$ cat src/rtl/trace_pkg.sv
// Shared types and constants for the trace capture buffer.
package trace_pkg;

    localparam int unsigned TRACE_XLEN  = 32;
    localparam int unsigned TRACE_DEPTH = 16;
    localparam int unsigned DROP_CNT_W  = 16;

    // One captured retirement record; field order matches the write concatenation.
    typedef struct packed {
        logic [TRACE_XLEN-1:0] instruction;
        logic [TRACE_XLEN-1:0] pc;
        logic [TRACE_XLEN-1:0] result;
    } trace_entry_t;

endpackage

$ cat src/rtl/trace_fifo_mem.sv
// Trace entry storage: one synchronous write port, one asynchronous read port.
// Contents are intentionally not reset.
module trace_fifo_mem
    import trace_pkg::*;
#(
    parameter int unsigned DEPTH = TRACE_DEPTH,
    parameter int unsigned WIDTH = $bits(trace_entry_t),
    localparam int unsigned AW   = $clog2(DEPTH)
) (
    input  logic             clk,
    input  logic             we,
    input  logic [AW-1:0]    waddr,
    input  logic [WIDTH-1:0] wdata,
    input  logic [AW-1:0]    raddr,
    output logic [WIDTH-1:0] rdata
);

    logic [WIDTH-1:0] mem [DEPTH];

    // Write the tail entry on the rising edge.
    always_ff @(posedge clk) begin
        if (we) begin
            mem[waddr] <= wdata;
        end
    end

    // Head entry falls through combinationally.
    always_comb begin
        rdata = mem[raddr];
    end

endmodule

$ cat src/rtl/trace_capture.sv
// Trace capture FIFO: records retired-instruction debug records, first-word
// fall-through output, sticky overflow flag.
// Optional feature: define TRACE_DROP_COUNT_EN to add a saturating 16-bit
// drop_count output.
module trace_capture
    import trace_pkg::*;
#(
    parameter int unsigned DEPTH = TRACE_DEPTH,
    parameter int unsigned XLEN  = TRACE_XLEN,
    localparam int unsigned PW   = $clog2(DEPTH),
    localparam int unsigned CW   = PW + 1
) (
    input  logic                  clk,
    input  logic                  reset,
    input  logic                  trace_en,
    input  logic                  clear,
    input  logic [XLEN-1:0]       dbg_instruction,
    input  logic [XLEN-1:0]       dbg_pc,
    input  logic [XLEN-1:0]       dbg_result,
    output logic                  out_valid,
    input  logic                  out_ready,
    output logic [XLEN-1:0]       out_instruction,
    output logic [XLEN-1:0]       out_pc,
    output logic [XLEN-1:0]       out_result,
    output logic [CW-1:0]         count,
    output logic                  full,
    output logic                  empty,
`ifdef TRACE_DROP_COUNT_EN
    output logic                  overflow,
    output logic [DROP_CNT_W-1:0] drop_count
`else
    output logic                  overflow
`endif
);

    localparam int unsigned EW = 3 * XLEN;

    logic [PW-1:0] wr_ptr_q, wr_ptr_d;
    logic [PW-1:0] rd_ptr_q, rd_ptr_d;
    logic [CW-1:0] count_q, count_d;
    logic          overflow_q, overflow_d;

    logic          is_full, is_empty;
    logic          push, pop, drop;
    logic [EW-1:0] wr_entry, rd_entry;

    // Occupancy flags and the push/pop/drop decisions for this edge.
    always_comb begin
        is_empty = (count_q == '0);
        is_full  = (count_q == CW'(DEPTH));
        pop      = !clear && !is_empty && out_ready;
        push     = !clear && trace_en && (!is_full || pop);
        drop     = !clear && trace_en && is_full && !pop;
        wr_entry = {dbg_instruction, dbg_pc, dbg_result};
    end

    // Next pointer, occupancy and overflow state; clear overrides everything.
    always_comb begin
        wr_ptr_d   = wr_ptr_q;
        rd_ptr_d   = rd_ptr_q;
        count_d    = count_q;
        overflow_d = overflow_q;
        if (clear) begin
            wr_ptr_d   = '0;
            rd_ptr_d   = '0;
            count_d    = '0;
            overflow_d = 1'b0;
        end else begin
            if (push) wr_ptr_d = wr_ptr_q + PW'(1);
            if (pop)  rd_ptr_d = rd_ptr_q + PW'(1);
            if (push && !pop) count_d = count_q + CW'(1);
            if (pop && !push) count_d = count_q - CW'(1);
            if (drop) overflow_d = 1'b1;
        end
    end

    // Control state register with asynchronous reset.
    always_ff @(posedge clk or posedge reset) begin
        if (reset) begin
            wr_ptr_q   <= '0;
            rd_ptr_q   <= '0;
            count_q    <= '0;
            overflow_q <= 1'b0;
        end else begin
            wr_ptr_q   <= wr_ptr_d;
            rd_ptr_q   <= rd_ptr_d;
            count_q    <= count_d;
            overflow_q <= overflow_d;
        end
    end

`ifdef TRACE_DROP_COUNT_EN
    logic [DROP_CNT_W-1:0] drop_cnt_q, drop_cnt_d;

    // Saturating count of dropped entries.
    always_comb begin
        drop_cnt_d = drop_cnt_q;
        if (clear) begin
            drop_cnt_d = '0;
        end else if (drop && (drop_cnt_q != '1)) begin
            drop_cnt_d = drop_cnt_q + DROP_CNT_W'(1);
        end
    end

    // Drop counter register.
    always_ff @(posedge clk or posedge reset) begin
        if (reset) begin
            drop_cnt_q <= '0;
        end else begin
            drop_cnt_q <= drop_cnt_d;
        end
    end

    // Expose the drop counter.
    always_comb begin
        drop_count = drop_cnt_q;
    end
`endif

    trace_fifo_mem #(
        .DEPTH (DEPTH),
        .WIDTH (EW)
    ) u_mem (
        .clk   (clk),
        .we    (push),
        .waddr (wr_ptr_q),
        .wdata (wr_entry),
        .raddr (rd_ptr_q),
        .rdata (rd_entry)
    );

    // Drive outputs from state and the fall-through head entry.
    always_comb begin
        out_valid                               = !is_empty;
        {out_instruction, out_pc, out_result}   = rd_entry;
        count                                   = count_q;
        full                                    = is_full;
        empty                                   = is_empty;
        overflow                                = overflow_q;
    end

endmodule

$ cat config.mk
export PLATFORM = sky130hd
export DESIGN_NAME = trace_capture
export DESIGN_NICKNAME = d
export VERILOG_FILES = /design/src/rtl/trace_pkg.sv /design/src/rtl/trace_fifo_mem.sv /design/src/rtl/trace_capture.sv
export SDC_FILE = /design/constraint.sdc
export NUM_CORES = 1
export LEC_CHECK = 0
export CAP_MARGIN = 20
export CELL_PAD_IN_SITES_DETAIL_PLACEMENT = 0
export CELL_PAD_IN_SITES_GLOBAL_PLACEMENT = 1
export CORE_MARGIN = 3
export CORE_UTILIZATION = 35
export CTS_BUF_LIST = sky130_fd_sc_hd__clkbuf_2 sky130_fd_sc_hd__clkbuf_4 sky130_fd_sc_hd__clkbuf_8
export DETAILED_ROUTE_END_ITERATION = 7
export PLACE_DENSITY = 0.65
export SLEW_MARGIN = 30
export SYNTH_ARGS = -nofsm -noshare
export SYNTH_HDL_FRONTEND = slang
export SYNTH_SLANG_ARGS = --single-unit
export TNS_END_PERCENT = 10
$ cat constraint.sdc
create_clock -name clk -period 18.8 [get_ports clk]
set_input_delay 2.82 -clock clk [delete_from_list [all_inputs] [get_ports clk]]
set_output_delay 2.82 -clock clk [all_outputs]
set_load 0.05 [all_outputs]
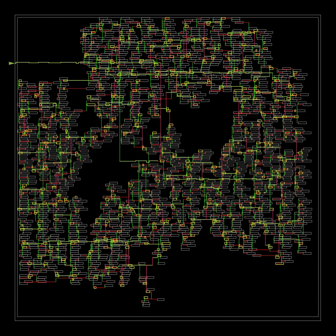
clock_nets.png
clk pwr: 3010 µW
number of buffers created by CTS: 280
Flop Count: 1550
clock buf count: 366

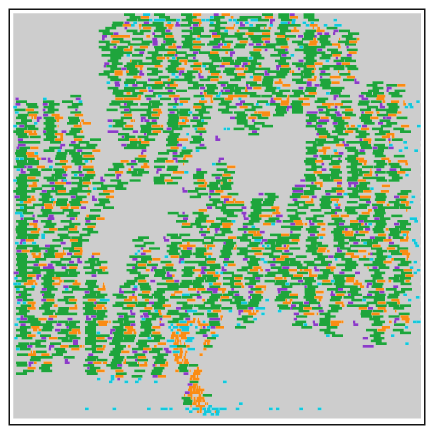
class_map.png
(1 px per µm) Fill, decap, tap and diode cells in gray.
[remaining buffers and delay cells] cyan | cells: 257
[sequential cells] green | cells: 1550
[remaining logic cells] orange | cells: 785
[clock drivers and dummy loads] purple | cells: 467
sequential share of cell area: 67.9%
core area: 165000 µm²
Rows: 149
share of the core filled with cells in the final layout: 41.5%

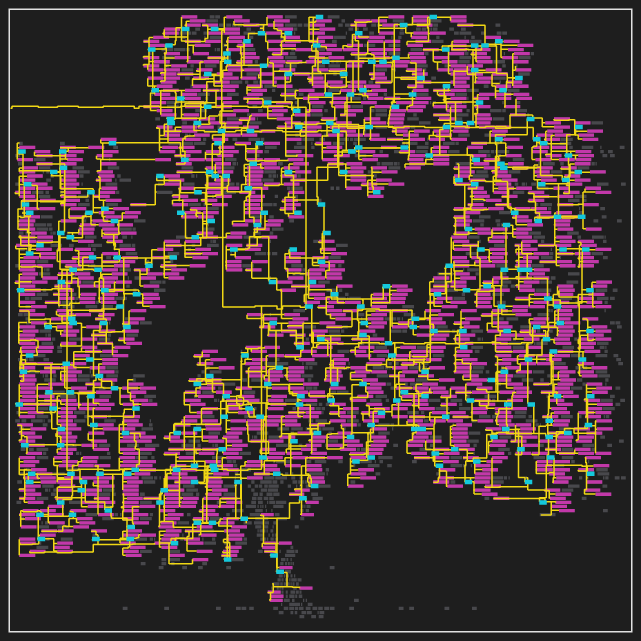
clock_wires.png
(1.5 px per µm)
[flip-flops] magenta | count: 1550
[clock-net drivers] cyan | count: 280
[clock wires] yellow | length: 19600 µm
flops lie: spread over the die
clock network fraction of total power: 34.6%
Worst Clk Skew: 72.3 ps
insertion delay of the later-clocked pin in the worst-skew pair: 960 ps

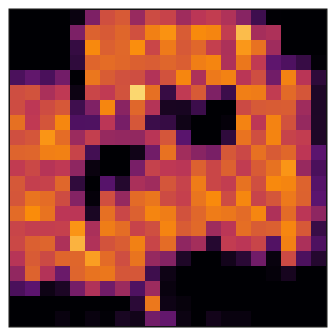
util_map.png
The die is cut into 21 by 21 equal tiles; black is low, pale yellow is high, 0 to 100% covered.
mean over tiles: 38%
fullest tile: 91%
emptiest ninth of the die: bottom right
tiles over 75% full: 2.3%
nearly empty tiles: 21%
floorplan-stage core utilization: 35.3%

==> run notes <==
Notes from the flow run.

Power:
- The run gives the static leakage as 0.0211 µW.
- Per report_power, the combinational group accounts for 20.8% of the total.
- In the power breakdown, the internal column shows 6350 µW.
- The flow reports power dissipated in sequential cells as 3890 µW.
- The run puts the combinational power at 1810 µW.
- The run puts the power density over the cells at 127 nW/µm².
- The run gives the part of the total power dissipated in sequential elements as 44.6%.
- The run puts the power consumption at 8700 µW.
- The run gives the switching share of power as 27.1%.

Worst setup path:
- Data arrives at the worst endpoint at 5230 ps.
- The run puts the highest fanout seen on the critical path at 42.
- The number of buffers and inverters on the critical path is 4.
- The run gives the most frequent cell on the critical path as sky130_fd_sc_hd__buf_4.
- The slowest stage of the critical path is the sky130_fd_sc_hd__dfrtp_4 cell.

Global routing:
- The run puts the number of global-route vias before repair at 29700.
- The run gives the total track usage as 16.9%.
- The run gives the number of antenna violations at the first check in global routing as 19.
- The run puts the pin count of the biggest net entering global routing at 97.
- The run gives the global-route congestion overflow total as 0.
- The first global-routing pass estimated 207000 µm of wire.

Drt:
- The detailed router placed 27700 vias in this run.
- The run gives the violation count after the first detailed-route iteration as 2177.
- The run gives the total wire length after detailed routing as 145000 µm.
- The first detailed-routing pass took 7 iterations.

Yosys:
- The run puts the combined area of all synthesized cells at 58200 µm².
- The run gives the floorplan net count as 2581.
- Per the synth log, the flip-flop and latch total comes to 1550.
- In the synthesized netlist, the number of instances is 2471.
- The run puts the post-synthesis chip area from yosys at 58200 µm².
- The run gives the post-synth tally of flip-flops with integrated enable as 1536.
- Counting flops with an async set or reset pin after synthesis yields a share of 0.903%.
- The run puts the Yosys warning count at 0.
- For reference, the top cells by area after synthesis are sky130_fd_sc_hd__edfxtp_1 79%, sky130_fd_sc_hd__mux4_2 15%, sky130_fd_sc_hd__a22oi_1 2.5%.
- The synthesis run shows the most used standard cells to be 1536 x sky130_fd_sc_hd__edfxtp_1, 384 x sky130_fd_sc_hd__mux4_2, 192 x sky130_fd_sc_hd__a22oi_1, 102 x sky130_fd_sc_hd__nand2_1, 74 x sky130_fd_sc_hd__clkbuf_1.
- The run gives the mean cell area of the mapped netlist as 23.6 µm².

Min path:
- The path class of the tightest hold or removal check is flop to flop.

Final layout:
- The run puts the number of non-clock inverters at 12.
- The post-route netlist has 28.3% of its cells at a drive strength greater than 1.
- At the end of the flow, the number of nets in the layout was 2984.
- The run puts the fraction of area in multi-input gates at 16.4%.
- The final antenna diode tally reported by the flow is 9.
- After layout the signal buffers, clock cells excluded, come to 3.91% of cell area.
- Per the run report, area growth between synthesis and finish was 17.6%.
- The run gives the design area as 68500 µm².
- Counting flops per register, the top entry is u_mem.mem.
- In the final design, more cell area goes to sequential cells than to any other class.

Flow run:
- The run puts the tally of OpenROAD warnings at 32.
- Max-cap violations in this run came to 0.

Die:
- The floorplan step set the die height to 414 µm.
- The run puts the horizontal die size at 414 µm.
- Per the OpenROAD floorplan log, the area of the die is 171000 µm².

Timing:
- At the pin with the least slew margin, the transition time is 974 ps.
- Per the finish-stage timing summary, setup violations number 0.
- The run puts the final setup TNS at 0 ps.
- The run gives the worst hold margin as 510 ps.
- The run gives the fraction of the cycle the final worst path needs as 42.8%.
- The run gives the final critical path time including I/O delays and setup as 8050 ps.
- Setup repair after global routing left no endpoint under its margin.
- The run puts the timing-limited maximum frequency at 124 MHz.

Placement:
- The number of placed instances, taps included, is 4779.
- The run puts the placer congestion estimate at 0.716.
- The run puts the cell area after placement at 63100 µm².
- The run gives the count of input and output buffers as 205.
- According to the dpl log, the detail-placed design has an HPWL of 66400 µm.
- The run gives the pre-CTS setup slack as 11410 ps.

Clock network:
- The run puts the clock net sink count at 1550.

Status:
- The flow ran to the end, and the final reports show no timing, DRC or antenna violations.
kinds of logic (layout without fill, tap and decap cells):
| kind of cell | Yosys count | count (layout) | share of synthesized area, % |
|---|---|---|---|
| xor+xnor | 5 | 5 | 0.0752 |
| buf+inv | 148 | 736 | 1.07 |
| simple gates | 156 | 156 | 1.18 |
| fa+ha+maj | 9 | 9 | 0.206 |
| flops | 1550 | 1550 | 79.8 |
| mux | 389 | 389 | 14.9 |
| other cells | 0 | 9 | 0 |
| compound gates | 214 | 214 | 2.74 |
path summary, 6_finish.rpt:
path,cells after the start,startpoint,slack [ps],end
setup / recovery,7,rd_ptr_q[0],10750,out_result[27]
hold / removal,2,overflow,510,overflow
setup reg to reg,6,count[1],14620,u_mem.mem[1][5]
hold reg to reg,2,overflow,510,overflow
max in group asynchronous,2,reset,16140,rd_ptr_q[0]
min in group asynchronous,2,reset,2230,count[0]
placed cells by master (no fill, tap or decap), types with 12 or more instances in the layout:
master,n
sky130_fd_sc_hd__nand2_1,102
sky130_fd_sc_hd__clkinv_2,22
sky130_fd_sc_hd__mux4_2,384
sky130_fd_sc_hd__buf_12,12
sky130_fd_sc_hd__clkdlybuf4s50_1,205
sky130_fd_sc_hd__clkbuf_4,75
sky130_fd_sc_hd__buf_4,31
sky130_fd_sc_hd__a22oi_1,192
sky130_fd_sc_hd__edfxtp_1,1536
sky130_fd_sc_hd__nor2_1,13
sky130_fd_sc_hd__clkinv_1,63
sky130_fd_sc_hd__dfrtp_1,12
sky130_fd_sc_hd__inv_1,12
sky130_fd_sc_hd__clkbuf_8,291
per-layer routing:
| metal | global-route usage (%) | part of all wire, % |
|---|---|---|
| met1 | 20.7 | 39 |
| met2 | 29.8 | 53 |
| met3 | 3.58 | 5.5 |
| met4 | 5.33 | 2.1 |
| met5 | 0 | 0.028 |
No activity file was given, so power comes from the tool's default toggle rates.
